**Sizing map**

(4 px per um)
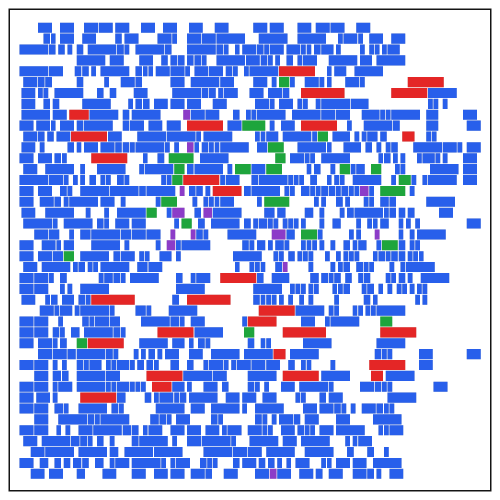
**Routed metal, one color a layer**

(4 px per um) Two of the layers only.
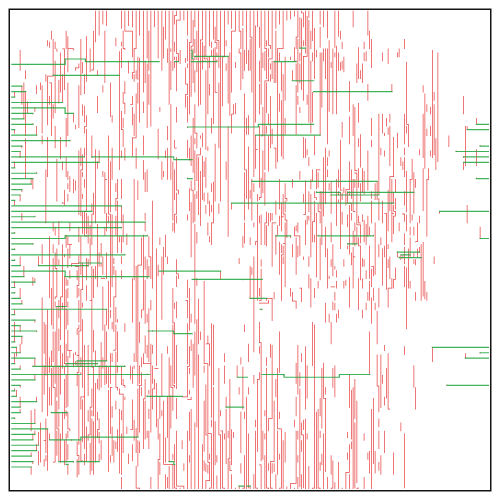
**Port wiring**

(2 px per um)
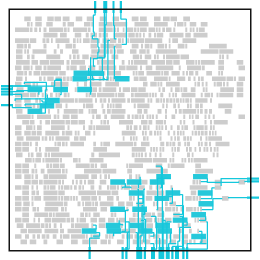
**Cell placement**

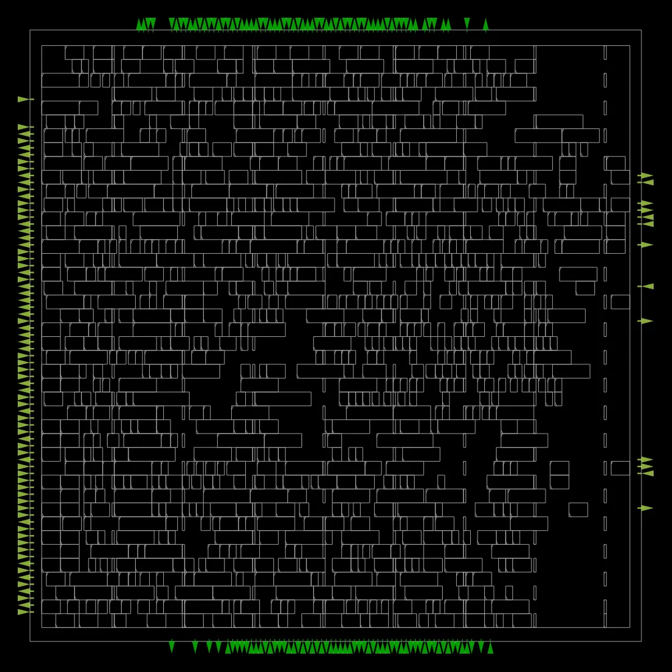
**I/O pins on the die edge**

(4 px per um) Pins as bars across the die edge, other pins in gray.
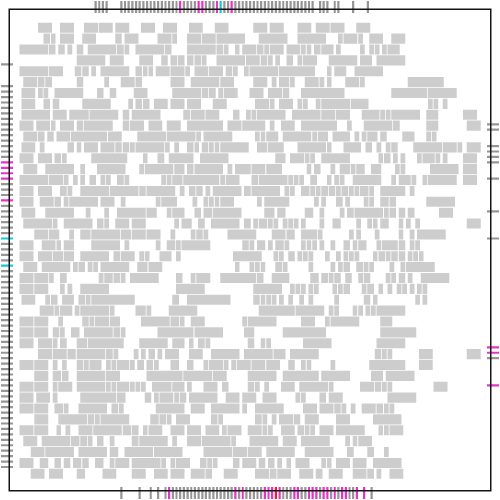
[src/rtl/mem_bus_master.sv]
// mem_bus_master
//   CPU-side initiator for the byte-serial memory bus (the counterpart of
//   memory_top). It turns one RISC-V load/store request into one bus
//   transaction. Store data is left-justified, and load data is masked and
//   extended. A watchdog plus a drain state keep at most one transaction
//   outstanding.
//
// Ports
//   i_clk, i_rst_n     clock, synchronous active-low reset
//   i_req, i_we        request strobe (sampled while o_ready) and store flag
//   i_funct3           RISC-V load/store funct3
//   i_addr, i_wdata    byte address, right-justified store data
//   o_ready            high only in IDLE
//   o_done, o_err      completion pulse; o_err marks illegal funct3 / timeout
//   o_rdata            extended load result, held until the next o_done
//   o_bus_*            request side towards memory_top
//   o_bhw              byte count 001/010/100
//   o_write_notread    1 = bus write
//   i_bus_data/DV      response from memory_top
module mem_bus_master #(
    parameter int unsigned TIMEOUT_CYCLES = 4096,
    parameter int unsigned CNT_W          = 16
) (
    input  logic        i_clk,
    input  logic        i_rst_n,
    input  logic        i_req,
    input  logic        i_we,
    input  logic [2:0]  i_funct3,
    input  logic [31:0] i_addr,
    input  logic [31:0] i_wdata,
    output logic        o_ready,
    output logic        o_done,
    output logic        o_err,
    output logic [31:0] o_rdata,
    output logic [31:0] o_bus_data,
    output logic [31:0] o_bus_address,
    output logic        o_bus_DV,
    output logic [2:0]  o_bhw,
    output logic        o_write_notread,
    input  logic [31:0] i_bus_data,
    input  logic        i_bus_DV
);

    localparam logic [1:0] S_IDLE  = 2'd0;
    localparam logic [1:0] S_ISSUE = 2'd1;
    localparam logic [1:0] S_WAIT  = 2'd2;
    localparam logic [1:0] S_DRAIN = 2'd3;

    localparam logic [CNT_W-1:0] CNT_LAST = CNT_W'(TIMEOUT_CYCLES - 1);

    logic [1:0]       state;
    logic [CNT_W-1:0] cnt;
    logic [2:0]       f3_q;
    logic             legal;
    logic [2:0]       bhw_enc;
    logic [31:0]      wdata_lj;
    logic [31:0]      rdata_ext;

    // Loads allow B/H/W/BU/HU, stores only B/H/W.
    always_comb begin
        legal = 1'b0;
        case (i_funct3)
            3'b000, 3'b001, 3'b010: legal = 1'b1;
            3'b100, 3'b101:         legal = ~i_we;
            default:                legal = 1'b0;
        endcase
    end

    always_comb begin
        bhw_enc = 3'b100;
        case (i_funct3[1:0])
            2'b00:   bhw_enc = 3'b001;
            2'b01:   bhw_enc = 3'b010;
            default: bhw_enc = 3'b100;
        endcase
    end

    // The responder consumes the top bytes on short writes.
    always_comb begin
        wdata_lj = '0;
        if (i_we) begin
            case (i_funct3[1:0])
                2'b00:   wdata_lj = {i_wdata[7:0], 24'h0};
                2'b01:   wdata_lj = {i_wdata[15:0], 16'h0};
                default: wdata_lj = i_wdata;
            endcase
        end
    end

    // Only the low bytes of the response are meaningful; upper bytes are stale.
    always_comb begin
        rdata_ext = i_bus_data;
        case (f3_q)
            3'b000:  rdata_ext = {{24{i_bus_data[7]}}, i_bus_data[7:0]};
            3'b100:  rdata_ext = {24'h0, i_bus_data[7:0]};
            3'b001:  rdata_ext = {{16{i_bus_data[15]}}, i_bus_data[15:0]};
            3'b101:  rdata_ext = {16'h0, i_bus_data[15:0]};
            default: rdata_ext = i_bus_data;
        endcase
    end

    assign o_ready  = (state == S_IDLE);
    assign o_bus_DV = (state == S_ISSUE);

    always_ff @(posedge i_clk) begin
        if (!i_rst_n) begin
            state           <= S_IDLE;
            cnt             <= '0;
            f3_q            <= '0;
            o_done          <= 1'b0;
            o_err           <= 1'b0;
            o_rdata         <= '0;
            o_bus_data      <= '0;
            o_bus_address   <= '0;
            o_bhw           <= '0;
            o_write_notread <= 1'b0;
        end else begin
            o_done <= 1'b0;
            o_err  <= 1'b0;
            case (state)
                S_IDLE: begin
                    if (i_req) begin
                        if (legal) begin
                            f3_q            <= i_funct3;
                            o_bus_address   <= i_addr;
                            o_bus_data      <= wdata_lj;
                            o_bhw           <= bhw_enc;
                            o_write_notread <= i_we;
                            state           <= S_ISSUE;
                        end else begin
                            o_done <= 1'b1;
                            o_err  <= 1'b1;
                        end
                    end
                end
                S_ISSUE: begin
                    cnt   <= '0;
                    state <= S_WAIT;
                end
                S_WAIT: begin
                    // A response on the timeout cycle still counts as success.
                    if (i_bus_DV) begin
                        o_done <= 1'b1;
                        if (!o_write_notread) begin
                            o_rdata <= rdata_ext;
                        end
                        state <= S_IDLE;
                    end else if (cnt == CNT_LAST) begin
                        o_done <= 1'b1;
                        o_err  <= 1'b1;
                        state  <= S_DRAIN;
                    end else begin
                        cnt <= cnt + 1'b1;
                    end
                end
                default: begin
                    // Responder may still be busy; swallow its late pulse.
                    if (i_bus_DV) begin
                        state <= S_IDLE;
                    end
                end
            endcase
        end
    end

endmodule

[config.mk]
export PLATFORM = sky130hd
export DESIGN_NAME = mem_bus_master
export DESIGN_NICKNAME = d
export VERILOG_FILES = /design/src/rtl/mem_bus_master.sv
export SDC_FILE = /design/constraint.sdc
export NUM_CORES = 1
export LEC_CHECK = 0
export ABC_AREA = 1
export CORE_MARGIN = 2
export CORE_UTILIZATION = 40
export CTS_CLUSTER_SIZE = 25
export DETAILED_ROUTE_END_ITERATION = 8
export PLACE_DENSITY = 0.74
export SLEW_MARGIN = 25
export SYNTH_ARGS = -nofsm -noshare
export SYNTH_HDL_FRONTEND = slang
export SYNTH_SLANG_ARGS = --single-unit
[constraint.sdc]
create_clock -name i_clk -period 2.8 [get_ports i_clk]
set_input_delay 0.56 -clock i_clk [delete_from_list [all_inputs] [get_ports i_clk]]
set_output_delay 0.56 -clock i_clk [all_outputs]
set_load 0.01 [all_outputs]
==> results.txt <==
impl run done, here's what came out: Mapped Nets 854, CTS tree yes, met3 routed WL 1.13 mm, sequential share of power 0.332, vias 5510, post-DP HPWL 11.1 mm, CP startpoint state[0], Met1 Wirelength 6.79 mm, CP Capture Type primary output, max cap viols 0, setup repair bufs after CTS 0, drt initial violations 325, Routed WL per cell 14.3 um, largest net degree at the start of global routing 62, Critical R2R Capture cnt[11], register share after synthesis 0.457, HP Class reg2reg, total negative slack 0 ns, RSZ-0062 raised after global routing false, end point of the critical path o_ready, cell count after synthesis 745, Mapped Area 5390 um^2, Slew Viols, Final 0, vias per std cell 4.89, maximum vdd ir drop 0.396 mV, post-layout util 0.623, Pwr Density 797 nW/um^2, Worst path slowest cell clkdlybuf4s50_1, Top Metal Used met4, Mean Syn Cell Area 7.23 um^2, remaining global-route overflow 0, vias in the first global route 5266, met3 Use GR 0.0675, met2 Track Usage GR 0.389, Clock Latency Late Sink 0.41 ns, final setup fails 0, fraction of layout instances using a drive strength above 1 0.0683, DRC Markers 0, WP data arrival 1.65 ns, tightest hold margin 0.464 ns, Clk network pwr share 0.360, initial antenna violation count 0, Leak 3.25 nW, first-pass GRT wire length 26.1 mm, CTS Buf Count 17, grt peak-use layer met2, Die ar. 14400 um^2, Net Sw Frac 0.316, slew of the pin with the lowest slew margin 0.677 ns, H-tree depth 4, Crit Path Category reg2out, tool warnings 29, Clock Skew 0.00810 ns, yosys cell count 745, Yosys reg bits 123, Synth async-reset ratio 0, worst reg-to-reg setup slack 1.01 ns, hold path start o_bus_data[3], Unique cell types 33, status finished, final reports clean, drt first pass iters 7, FP Util 0.408, CP peak stage delay 0.51 ns, hold_buf cts 0, R2R cell count 5, main flop type dfxtp_1, Yosys chip area 5390 um^2, reg2reg start state[0], hold endpoint o_bus_data[3], Final min period 2.21 ns, core area 13200 um^2, Int Pwr 0.00447 W, Met2 Routed Length 7.95 mm, Placer Congestion 0.865, residual antenna-violating net count after detailed routing 0, CP Data Required Time 2.24 ns, Worst slew margin 0.547, CTS-repair resized insts 0, Logic pwr share 0.308, fin nets 1047, final hold vios 0, Fmax achieved 453 MHz, Startpoint Class register
Back to the opening pictures, 'sizing map':
legend:
  purple:
    size: _2 cells
    cells: 13
    share: 1.4%
  red:
    size: _6 and larger
    cells: 28
    share: 2.9%
  green:
    size: _3 and _4 cells
    cells: 24
    share: 2.5%
  blue:
    size: _0 and _1 cells
    cells: 886
    share: 93%
area growth from synthesis to layout: 52.6%
PnR worst setup slack: 0.591 ns
fin area: 8220 um^2
Signal buffers: 219

Back to the opening pictures, 'routed metal, one color a layer':
legend:
  green:
    layer: metal 3
    wire_length: 1130 um
  red:
    layer: metal 2
    wire_length: 7950 um

Back to the opening pictures, 'port wiring':
legend:
  cyan:
    port: o_bus_address
    bits: 32
    direction: output
    end_cells: 32
    buffers: 32
    wire: 1010 um
io pins: 208
Port Buf Inserts: 207

Back to the opening pictures, 'cell placement':
# rows: 42
Layout Cells excl Fill: 1127

Back to the opening pictures, 'I/O pins on the die edge':
legend:
  cyan:
    port: i_funct3
    pins: 3
    direction: input
    edge: 2 west, 1 north
  magenta:
    port: o_bus_address
    pins: 32
    direction: output
    edge: 19 south, 5 north, 5 west, 3 east
  red:
    port: i_rst_n
    pins: 1
    direction: input
    edge: south
all pins by edge: 72 west, 64 north, 59 south, 13 east
die width: 120 um
Die H: 120 um

-- power by group through the flow --
stage / sequential, W / combinational (W) / clock, W
after global placement: 0.00220 / 0.00200 / 0
after global routing: 0.00220 / 0.00224 / 0.00248
final: 0.00217 / 0.00202 / 0.00236
after CTS: 0.00217 / 0.00203 / 0.00239
after detailed placement: 0.00220 / 0.00202 / 0
after floorplan: 0.00228 / 0.00108 / 0
-- flip-flops by register name, summed over array words and instances, names as in the netlist --
signal,flops
cnt,16
state,2
o_done,1
o_err,1
o_bus_address,32
o_rdata,32
o_bhw,3
o_write_notread,1
f3_q,3
o_bus_data,32
-- metrics by stage --
| stage | setup slack [ns] | total power (W) | cell area [um^2] |
|---|---|---|---|
| after CTS | 0.574 | 0.00660 | 8220 |
| after global placement | 0.588 | 0.00420 | 7570 |
| after detailed placement | 0.575 | 0.00422 | 7570 |
| final | 0.591 | 0.00655 | 8220 |
| after floorplan | 1.20 | 0.00336 | 5390 |
| after global routing | 0.535 | 0.00692 | 8220 |
-- cells in the mapped netlist (2+ instances only) --
cell / n / share of area
a22o_1: 8 / 0.013
o21ai_1: 2 / 0.0019
inv_1: 56 / 0.039
o21ai_0: 64 / 0.059
buf_4: 3 / 0.0042
inv_2: 5 / 0.0035
buf_2: 14 / 0.013
nand2_1: 148 / 0.10
nand4_1: 28 / 0.033
a22oi_1: 8 / 0.011
o221ai_1: 8 / 0.013
nand3_1: 26 / 0.024
buf_6: 2 / 0.0042
nor2_4: 5 / 0.010
nor3_1: 2 / 0.0019
ha_1: 5 / 0.012
nor2_1: 141 / 0.098
dfxtp_1: 123 / 0.46
nand3_4: 3 / 0.0098
a21oi_1: 57 / 0.053
clkbuf_1: 25 / 0.017
-- cell type report --
type | instances | area (um^2)
multi-input cells | 516 | 2480
fillers | 1161 | 4970
inverters | 61 | 229
repair buffers | 219 | 2180
clock buffers | 19 | 453
well taps | 176 | 220
clock inverters | 13 | 189
flip-flops and latches | 123 | 2460
-- layout by cell type (no fill, tap or decap), types with 2 or more instances in the layout --
cell / Yosys / final
dfxtp_1: 123 / 123
o221ai_1: 8 / 8
inv_1: 56 / 56
o21ai_1: 2 / 2
clkbuf_16: 0 / 17
nor3_1: 2 / 2
clkinv_2: 0 / 2
clkinv_4: 0 / 2
clkinvlp_4: 0 / 2
clkbuf_8: 0 / 2
clkdlybuf4s50_1: 0 / 206
nand4_1: 28 / 28
nand2_1: 148 / 148
a22o_1: 8 / 8
nand3_4: 3 / 3
bufinv_16: 0 / 4
buf_12: 0 / 2
ha_1: 5 / 5
inv_6: 0 / 3
a21oi_1: 57 / 57
nor2_1: 141 / 141
nand3_1: 26 / 26
a22oi_1: 8 / 8
nor2_4: 5 / 5
o21ai_0: 64 / 64
buf_4: 3 / 10
inv_2: 5 / 5
-- critical path: cells and delay by family, from the launching register on --
family	cells	cell delay (ns)
buffers and inverters	2	0.62
DFF	1	0.39
adders and majority gates	1	0.23
-- kinds of logic (layout without fill, tap and decap cells) --
group	after synthesis	count (layout)	share of synthesized area
AOI/OAI and AO/OA	150	150	0.158
adders and majority gates	5	5	0.0116
buffers and inverters	106	312	0.0820
DFF	123	123	0.457
and+or+nand+nor	361	361	0.292
No activity file was given, so power comes from the tool's default toggle rates.
